**Run 1: the clock network**

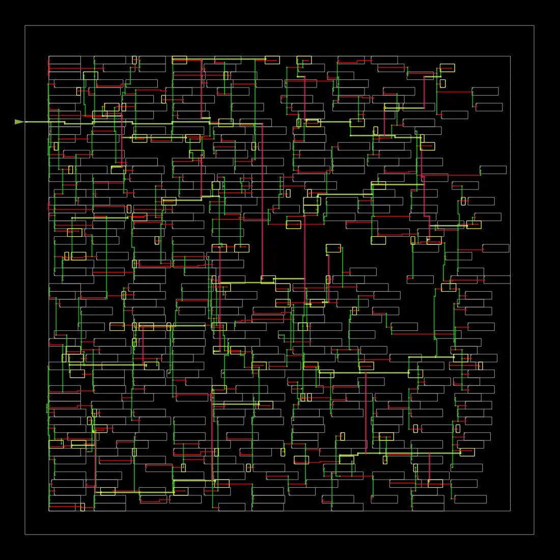
**Run 1: cell classes on the final placement**

The bar under the picture is 50 µm long.
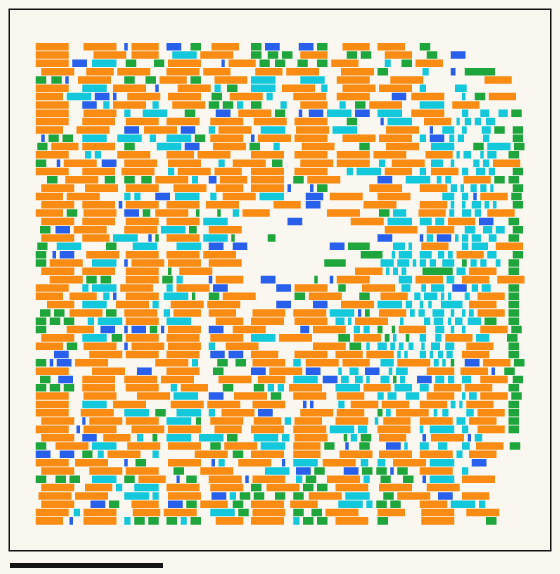
**Run 1: clock wires, drivers and flops**

The bar under the picture is 50 µm long.
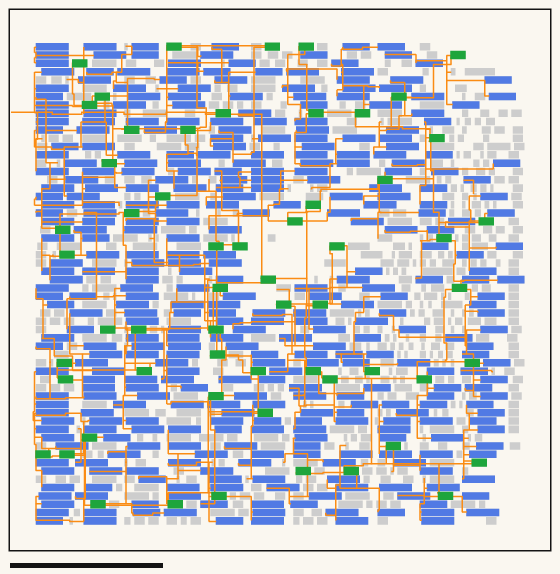
==> config.mk <==
export PLATFORM = sky130hd
export DESIGN_NAME = btb_update_sched_flat
export DESIGN_NICKNAME = d
export VERILOG_FILES = /design/src/rtl/btb_update_sched_if.sv /design/src/rtl/btb_update_sched.sv /design/src/flat_wrapper.sv
export SDC_FILE = /design/constraint.sdc
export NUM_CORES = 1
export LEC_CHECK = 0
export CAP_MARGIN = 40
export CELL_PAD_IN_SITES_DETAIL_PLACEMENT = 1
export CELL_PAD_IN_SITES_GLOBAL_PLACEMENT = 1
export CORE_MARGIN = 8
export CORE_UTILIZATION = 54
export CTS_BUF_LIST = sky130_fd_sc_hd__clkbuf_8
export CTS_CLUSTER_SIZE = 8
export DETAILED_ROUTE_END_ITERATION = 8
export GPL_TIMING_DRIVEN = 0
export PLACE_DENSITY = 0.94
export SETUP_SLACK_MARGIN = 0.3
export SYNTH_ARGS = -nofsm -noshare
export SYNTH_HDL_FRONTEND = slang
export SYNTH_SLANG_ARGS = --single-unit
==> constraint.sdc <==
create_clock -name clk -period 6.9 [get_ports clk]
set_clock_uncertainty 0.1 [all_clocks]
set_input_delay 1.38 -clock clk [delete_from_list [all_inputs] [get_ports clk]]
set_output_delay 1.38 -clock clk [all_outputs]
set_load 0.03 [all_outputs]
==> run notes <==
fresh numbers from the pnr run: most area-hungry cell class in the final design sequential cells, fraction of area in multi-input gates 17.7%, # setup viols final 0, Seq group 2.42 mW, final worst slack 2.97 ns, power in combinational cells 90.6 µW, via count of the routed design 7397, maximum buffer depth of the clock tree 3, Reg clk slew, reported paths 0.06 ns, Register Area 10700 µm², fp_density 55.1%, Final clock-cell share 6.20%, worst supply voltage drop on vdd 0.234 mV, final estimated routing congestion in global placement 0.805, measured slew at the worst slew-check pin 0.802 ns, area of combinational cells with multiple inputs 3050 µm², most repeated cell in the gate-level netlist after synthesis sky130_fd_sc_hd__edfxtp_1, CTS Hold Buffers Added 0, routed wire length per instance 25.6 µm, max FFs per register 260, postcts setup bufs 0, tightest hold margin 0.443 ns, data arrival time of the critical path 4.29 ns, worst reg-to-reg setup slack 3.75 ns, detailed-routing iteration count for the pre-antenna-repair pass 4, number of instances in the placed design 1204, y dimension of the die 177 µm, post-route DRC violation count 0, Crit-path slowest cell sky130_fd_sc_hd__clkdlybuf4s50_1, fin crit share 56.9%, largest fanout on the critical path 10, category of the worst setup path launch point primary input, P_leak 6.39 nW, portion of the post-synthesis area used by sequential elements 76.9%, CP Data Required Time 7.26 ns, routed wire length 33700 µm, number of vias per cell after detailed routing 5.63, Top-area cell share 56.1%, pre-CTS WS 2.53 ns, Final Hold Fails 0, Post-Synthesis Mean Instance Area 19.8 µm², All-Layer GR Usage 21.8%, flops out of synthesis 376, element type at the critical path end flop, global-route wire length before repair 51700 µm, top cell types by occurrence after synthesis sky130_fd_sc_hd__edfxtp_1, sky130_fd_sc_hd__dfrtp_1, sky130_fd_sc_hd__nor2b_1, result of the run complete, no violations, cell count after synthesis 703, number of antenna violations at the first check in global routing 2, ANT cells 1, Yosys Instances 703, proportion of layout cells with a drive suffix above 1 17.7%, number of multi-input combinational cells in the layout 291, pins over their slew limit 0, final sum of negative setup slack 0 ns, cell accounting for the most synthesized area sky130_fd_sc_hd__edfxtp_1, Tapcell Cnt 330, part of the power in registers 57.6%, count of library flops with an enable pin 260, biggest area contributors in the synthesized netlist sky130_fd_sc_hd__edfxtp_1, sky130_fd_sc_hd__dfrtp_1, sky130_fd_sc_hd__mux4_2, sky130_fd_sc_hd__nor2b_1, sky130_fd_sc_hd__xor2_1, total chip power 4.20 mW, critical path's largest stage delay 0.66 ns, DRC marker count from the first detailed-route iteration 508, Min-Delay Path Class flop to flop, OpenROAD warning count 29, Final non-clock buffer share 11.2%, number of cells on the worst hold path 1, Net Sw Power 899 µW, Post-synth top flop sky130_fd_sc_hd__edfxtp_1
-- 'the clock network' (at the start) --
total CTS buffers: 58
worst skew pair latency: 0.58 ns
sequential cells: 376
Clock Buffer Count: 63

-- 'cell classes on the final placement' (at the start) --
colour	class	cells
orange	sequential cells	376
blue	clock drivers and dummy loads	110
green	remaining buffers and delay cells	198
cyan	remaining logic cells	300
final core area utilization: 68.1%
standard cell core area: 25300 µm²
Cell Rows: 58
proportion of cell area occupied by registers: 62.3%
summed area of non-filler cells in the final layout: 17200 µm²

-- 'clock wires, drivers and flops' (at the start) --
[green] clock-net drivers | count: 58
[orange] clock wires | length: 4640 µm
[blue] flip-flops | count: 376
flops lie	spread over the die
power drawn by the clock network: 1.69 mW
part of the power in the clock network: 40.2%

==> run 1: metal layers <==
layer	vias to the layer above	global-route usage [%]	share of wire, %
li1	3196	-	-
met1	3883	27.7	40
met2	251	37.5	52
met3	65	4.40	5.7
met4	2	6.80	2.4
met5	-	0	0.039
==> run 1: placed cells by master (no fill, tap or decap), types with 5 or more instances in the layout <==
cell type / count
sky130_fd_sc_hd__buf_1: 5
sky130_fd_sc_hd__a21o_1: 11
sky130_fd_sc_hd__clkdlybuf4s50_1: 166
sky130_fd_sc_hd__nand2b_1: 6
sky130_fd_sc_hd__inv_1: 49
sky130_fd_sc_hd__edfxtp_1: 260
sky130_fd_sc_hd__nor4_1: 7
sky130_fd_sc_hd__dfrtp_1: 116
sky130_fd_sc_hd__buf_2: 7
sky130_fd_sc_hd__nor2b_1: 66
sky130_fd_sc_hd__mux4_2: 65
sky130_fd_sc_hd__nor2_1: 22
sky130_fd_sc_hd__ha_1: 8
sky130_fd_sc_hd__xor2_1: 14
sky130_fd_sc_hd__clkbuf_8: 63
sky130_fd_sc_hd__nand2_1: 12
sky130_fd_sc_hd__buf_4: 5
sky130_fd_sc_hd__nand4_1: 7
sky130_fd_sc_hd__clkbuf_1: 7
sky130_fd_sc_hd__a21oi_1: 10
sky130_fd_sc_hd__nand3_1: 5
==> run 1: cells by family after synthesis <==
family	synth area share (%)
DFF	76.9
muxes	10.9
AOI/OAI and AO/OA	1.84
buffers and inverters	1.33
adders and majority gates	0.863
and+or+nand+nor	6.95
xor gates and xnor gates	1.13
No activity file was given, so power comes from the tool's default toggle rates.
